**config.mk**
```make
export PLATFORM = sky130hd
export DESIGN_NAME = frame_l2_in
export DESIGN_NICKNAME = d
export VERILOG_FILES = /design/src/rtl/frame_l2_in.sv
export SDC_FILE = /design/constraint.sdc
export NUM_CORES = 1
export LEC_CHECK = 0
export ABC_AREA = 0
export CAP_MARGIN = 20
export CORE_MARGIN = 2
export CORE_UTILIZATION = 59
export CTS_BUF_LIST = sky130_fd_sc_hd__clkbuf_4
export DETAILED_ROUTE_END_ITERATION = 12
export PLACE_DENSITY_LB_ADDON = 0.15
export SLEW_MARGIN = 30
export SYNTH_ARGS = -nofsm -noshare
export SYNTH_HDL_FRONTEND = slang
export SYNTH_SLANG_ARGS = --single-unit
```
**constraint.sdc**
```tcl
create_clock -name Clk -period 4.45 [get_ports Clk]
set_input_delay 1.335 -clock Clk [delete_from_list [all_inputs] [get_ports Clk]]
set_output_delay 1.335 -clock Clk [all_outputs]
set_load 0.05 [all_outputs]
```
**src/rtl/frame_l2_in.sv**
```systemverilog
// -----------------------------------------------------------------------------
// frame_l2_in
//
// Nibble-wide (MII style) receive front end for layer-2 frames. It hunts for a
// preamble of 0x5 nibbles closed by an SFD nibble 0xD, assembles the following
// nibbles into bytes (low nibble first), runs a reflected CRC-32 over every
// byte and forwards the payload with the 4 FCS bytes stripped. A 5-byte delay
// line holds back the most recent bytes so that the FCS never leaves the block
// and the last payload byte can be tagged with EoFOut and the CRC verdict.
//
// Ports
//   Clk       in   single clock, rising edge
//   Rst       in   asynchronous, active-high reset
//   LINK_UP   in   link status; low forces the receiver back to IDLE
//   ValIn     in   receive nibble valid
//   DataIn    in   [3:0] receive nibble
//   ValOut    out  payload byte strobe, one cycle per byte
//   SoFOut    out  first payload byte (qualified by ValOut)
//   EoFOut    out  last payload byte (qualified by ValOut)
//   ErrOut    out  frame status with EoFOut, 1 = bad frame
//   DataOut   out  [7:0] payload byte
//   StateOut  out  [1:0] current receiver state (0 IDLE, 1 PRE, 2 DATA, 3 DROP)
//
// Handshake: there is no back-pressure. ValIn marks DataIn as a live nibble on
// every rising edge where it is high; ValOut marks DataOut (and SoF/EoF/Err)
// as a live beat for exactly that one cycle, and the sink must accept it.
// All of SoFOut, EoFOut, ErrOut and DataOut are forced to 0 when ValOut is 0.
// -----------------------------------------------------------------------------
module frame_l2_in #(
  parameter int MIN_PRE = 2,
  parameter int MAX_LEN = 1522
) (
  input  logic       Clk,
  input  logic       Rst,
  input  logic       LINK_UP,
  input  logic       ValIn,
  input  logic [3:0] DataIn,
  output logic       ValOut,
  output logic       SoFOut,
  output logic       EoFOut,
  output logic       ErrOut,
  output logic [7:0] DataOut,
  output logic [1:0] StateOut
);

  // Byte counter must be able to hold MAX_LEN and compare against 5.
  localparam int CW = (MAX_LEN < 8) ? 4 : $clog2(MAX_LEN + 1);

  localparam logic [31:0] CRC_INIT    = 32'hFFFF_FFFF;
  localparam logic [31:0] CRC_POLY    = 32'hEDB8_8320;
  // Register contents after a frame with a correct FCS has been run through.
  localparam logic [31:0] CRC_RESIDUE = 32'hDEBB_20E3;

  localparam logic [3:0]  NIB_PRE = 4'h5;
  localparam logic [3:0]  NIB_SFD = 4'hD;

  typedef enum logic [1:0] {
    S_IDLE = 2'd0,
    S_PRE  = 2'd1,
    S_DATA = 2'd2,
    S_DROP = 2'd3
  } state_t;

  // ---------------------------------------------------------------------------
  // Registers
  // ---------------------------------------------------------------------------
  state_t          state_q;
  logic [3:0]      pre_cnt_q;     // preamble nibbles seen, saturating at 15
  logic [31:0]     crc_q;
  logic            nib_hi_q;      // 1: low nibble captured, waiting for high
  logic [3:0]      low_nib_q;
  logic [CW-1:0]   byte_cnt_q;    // bytes completed since the SFD
  logic [7:0]      dl_q [0:4];    // dl_q[0] newest byte, dl_q[4] oldest
  logic            sof_sent_q;    // SoF already emitted for the current frame
  // Set once ValIn has been seen low in IDLE. Keeps the receiver from locking
  // onto the tail of a frame that was already streaming when reset released
  // or when the link came back.
  logic            armed_q;

  logic            val_q;
  logic            sof_q;
  logic            eof_q;
  logic            err_q;
  logic [7:0]      data_q;

  // ---------------------------------------------------------------------------
  // Next-value helpers for the byte path
  // ---------------------------------------------------------------------------
  logic [7:0]      byte_d;
  logic [31:0]     crc_d;
  logic [CW-1:0]   byte_cnt_d;
  logic            crc_bad_d;

  // One byte of the reflected CRC-32, LSB first.
  function automatic logic [31:0] crc_byte(input logic [31:0] crc,
                                           input logic [7:0]  data);
    logic [31:0] c;
    c = crc ^ {24'h0, data};
    for (int b = 0; b < 8; b++) begin
      c = c[0] ? ((c >> 1) ^ CRC_POLY) : (c >> 1);
    end
    return c;
  endfunction

  assign byte_d     = {DataIn, low_nib_q};
  assign crc_d      = crc_byte(crc_q, byte_d);
  assign byte_cnt_d = byte_cnt_q + CW'(1);
  assign crc_bad_d  = (crc_q != CRC_RESIDUE);

  // ---------------------------------------------------------------------------
  // Receiver FSM with registered outputs
  // ---------------------------------------------------------------------------
  always_ff @(posedge Clk or posedge Rst) begin
    if (Rst) begin
      state_q    <= S_IDLE;
      pre_cnt_q  <= '0;
      crc_q      <= CRC_INIT;
      nib_hi_q   <= 1'b0;
      low_nib_q  <= '0;
      byte_cnt_q <= '0;
      for (int i = 0; i < 5; i++) dl_q[i] <= '0;
      sof_sent_q <= 1'b0;
      armed_q    <= 1'b0;
      val_q      <= 1'b0;
      sof_q      <= 1'b0;
      eof_q      <= 1'b0;
      err_q      <= 1'b0;
      data_q     <= '0;
    end else begin
      // Output beat defaults: nothing emitted unless a branch below says so.
      val_q  <= 1'b0;
      sof_q  <= 1'b0;
      eof_q  <= 1'b0;
      err_q  <= 1'b0;
      data_q <= '0;

      if (!LINK_UP) begin
        // An open frame (SoF already out) must still be closed with an
        // error beat so downstream sees a matched SoF/EoF pair.
        if (state_q == S_DATA && sof_sent_q) begin
          val_q <= 1'b1;
          eof_q <= 1'b1;
          err_q <= 1'b1;
        end
        state_q    <= S_IDLE;
        sof_sent_q <= 1'b0;
        armed_q    <= 1'b0;
      end else begin
        unique case (state_q)
          S_IDLE: begin
            if (!ValIn) begin
              armed_q <= 1'b1;
            end else if (armed_q && DataIn == NIB_PRE) begin
              state_q   <= S_PRE;
              pre_cnt_q <= 4'd1;
            end
          end

          S_PRE: begin
            if (!ValIn) begin
              state_q <= S_IDLE;
            end else if (DataIn == NIB_PRE) begin
              if (pre_cnt_q != 4'hF) pre_cnt_q <= pre_cnt_q + 4'd1;
            end else if (DataIn == NIB_SFD && pre_cnt_q >= 4'(MIN_PRE)) begin
              state_q    <= S_DATA;
              crc_q      <= CRC_INIT;
              nib_hi_q   <= 1'b0;
              byte_cnt_q <= '0;
              for (int i = 0; i < 5; i++) dl_q[i] <= '0;
              sof_sent_q <= 1'b0;
            end else begin
              state_q <= S_DROP;
            end
          end

          S_DATA: begin
            if (!ValIn) begin
              // End of frame. The delay line holds bytes N..N-4, so the
              // oldest entry is the last payload byte; the rest is FCS.
              if (byte_cnt_q >= CW'(5)) begin
                val_q  <= 1'b1;
                sof_q  <= !sof_sent_q;
                eof_q  <= 1'b1;
                err_q  <= crc_bad_d || nib_hi_q;
                data_q <= dl_q[4];
              end
              state_q    <= S_IDLE;
              sof_sent_q <= 1'b0;
            end else if (!nib_hi_q) begin
              low_nib_q <= DataIn;
              nib_hi_q  <= 1'b1;
            end else begin
              nib_hi_q <= 1'b0;
              if (byte_cnt_q == CW'(MAX_LEN)) begin
                // Oversize: this byte would exceed MAX_LEN.
                if (sof_sent_q) begin
                  val_q <= 1'b1;
                  eof_q <= 1'b1;
                  err_q <= 1'b1;
                end
                state_q    <= S_DROP;
                sof_sent_q <= 1'b0;
              end else begin
                crc_q      <= crc_d;
                byte_cnt_q <= byte_cnt_d;
                for (int i = 4; i > 0; i--) dl_q[i] <= dl_q[i-1];
                dl_q[0] <= byte_d;
                // Five bytes already buffered: the oldest one is known not
                // to be FCS and can be released.
                if (byte_cnt_q >= CW'(5)) begin
                  val_q      <= 1'b1;
                  sof_q      <= !sof_sent_q;
                  data_q     <= dl_q[4];
                  sof_sent_q <= 1'b1;
                end
              end
            end
          end

          S_DROP: begin
            if (!ValIn) state_q <= S_IDLE;
          end

          default: state_q <= S_IDLE;
        endcase
      end
    end
  end

  assign ValOut   = val_q;
  assign SoFOut   = sof_q;
  assign EoFOut   = eof_q;
  assign ErrOut   = err_q;
  assign DataOut  = data_q;
  assign StateOut = state_q;

endmodule

```
Figure 1. Signal wires by layer.
The bar under the picture is 20 um long.
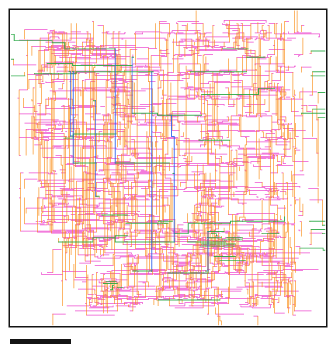
M2 -> orange  # wire length 5960 um
M3 -> green  # wire length 545 um
M1 -> magenta  # wire length 5460 um
M4 -> blue  # wire length 259 um
routed wire length: 12.2 mm
GRT Util Overall: 24.6%
post-DR wirelength/cell: 18.9 um
total number of vias: 4011

Figure 2. Register map, names as in the netlist.
The bar under the picture is 20 um long. Other sequential cells in the stronger gray, the rest of the logic in the fainter gray.
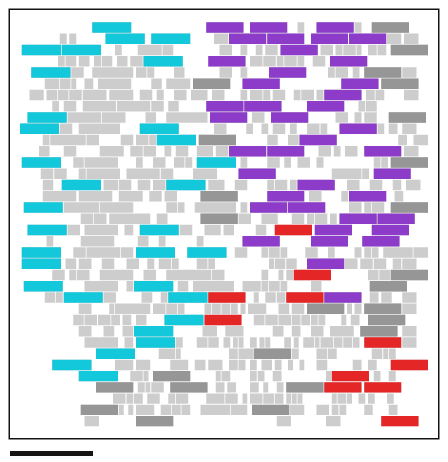
byte_cnt_q -> red  # flops 11
crc_q -> cyan  # flops 32
dl_q -> purple  # flops 40
not colored = 25
Reg area: 2740 um^2
seq pwr: 995 uW
Seq/total area: 43.4%
post-layout util: 65.2%

==> ci_impl_report.md <==
### Yosys + OpenROAD results

| Metric | Value |
|---|---|
| Setup Skew | 18.8 ps |
| Met3 routed WL | 544 um |
| Floorplan core density | 60.3% |
| Worst setup margin | 1000 ps |
| Comb_multi_in | 349 |
| Hpwl dp | 7.95 mm |
| Clock Tree Buf Depth | 2 |
| Drt pass-1 iters | 5 |
| RR Endpoint | dl_q[37] |
| Actual slew at the worst max-slew pin | 903 ps |
| Non-clock inverter count | 11 |
| Combinational Area | 2930 um^2 |
| CP required | 3120 ps |
| Nature of the critical path startpoint | register |
| Most used logic cell in the final layout | dfrtp_1 |
| Commonest flop | dfrtp_1 |
| Post-synth top area cell | dfrtp_1 |
| Residual DRC | 0 |
| YS chip area | 5840 um^2 |
| R2r startpoint | byte_cnt_q[0] |
| Synthesized area | 5840 um^2 |
| CTS clk-pin slew, worst paths | 160 ps |
| Int Power | 1.26 mW |
| GRT Max-Usage Layer | met2 |
| Run status | finished clean |
| Worst path max stage delay | 900 ps |
| Io pins | 22 |
| First-pass GRT wire length | 21.0 mm |
Figure 3. Signal metal coverage by tile.
The bar under the picture is 20 um long. The die is cut into 21 by 21 equal tiles; dark blue is low, red is high, scaled to the fullest tile. Values are wire area over tile area, all layers added.
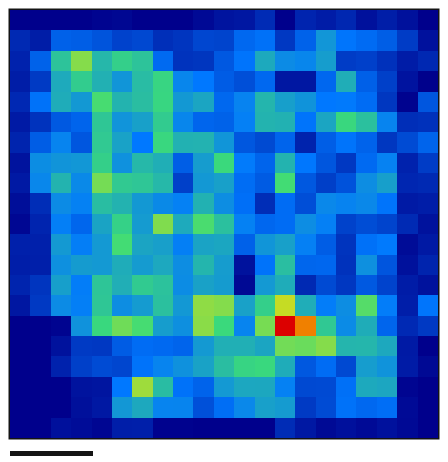
emptiest ninth of the die = south-west
nearly empty tiles = 10%
tiles over half the peak = 4.8%

==> registers in the layout, indices dropped and copies added (netlist names) <==
register / cells
StateOut: 2
dl_q: 40
sof_sent_q: 1
ErrOut: 1
EoFOut: 1
crc_q: 32
nib_hi_q: 1
DataOut: 8
ValOut: 1
byte_cnt_q: 11
pre_cnt_q: 4
armed_q: 1
low_nib_q: 4
SoFOut: 1
==> kinds of logic after synthesis <==
kind of cell | count (synthesis) | share of synthesized area, %
compound gates | 187 | 21.3
xor+xnor | 64 | 17.1
fa+ha+maj | 5 | 1.07
buf+inv | 48 | 3.36
flops | 108 | 46.9
mux | 5 | 0.963
simple gates | 88 | 9.29
Power is estimated from default activity; no workload was simulated.
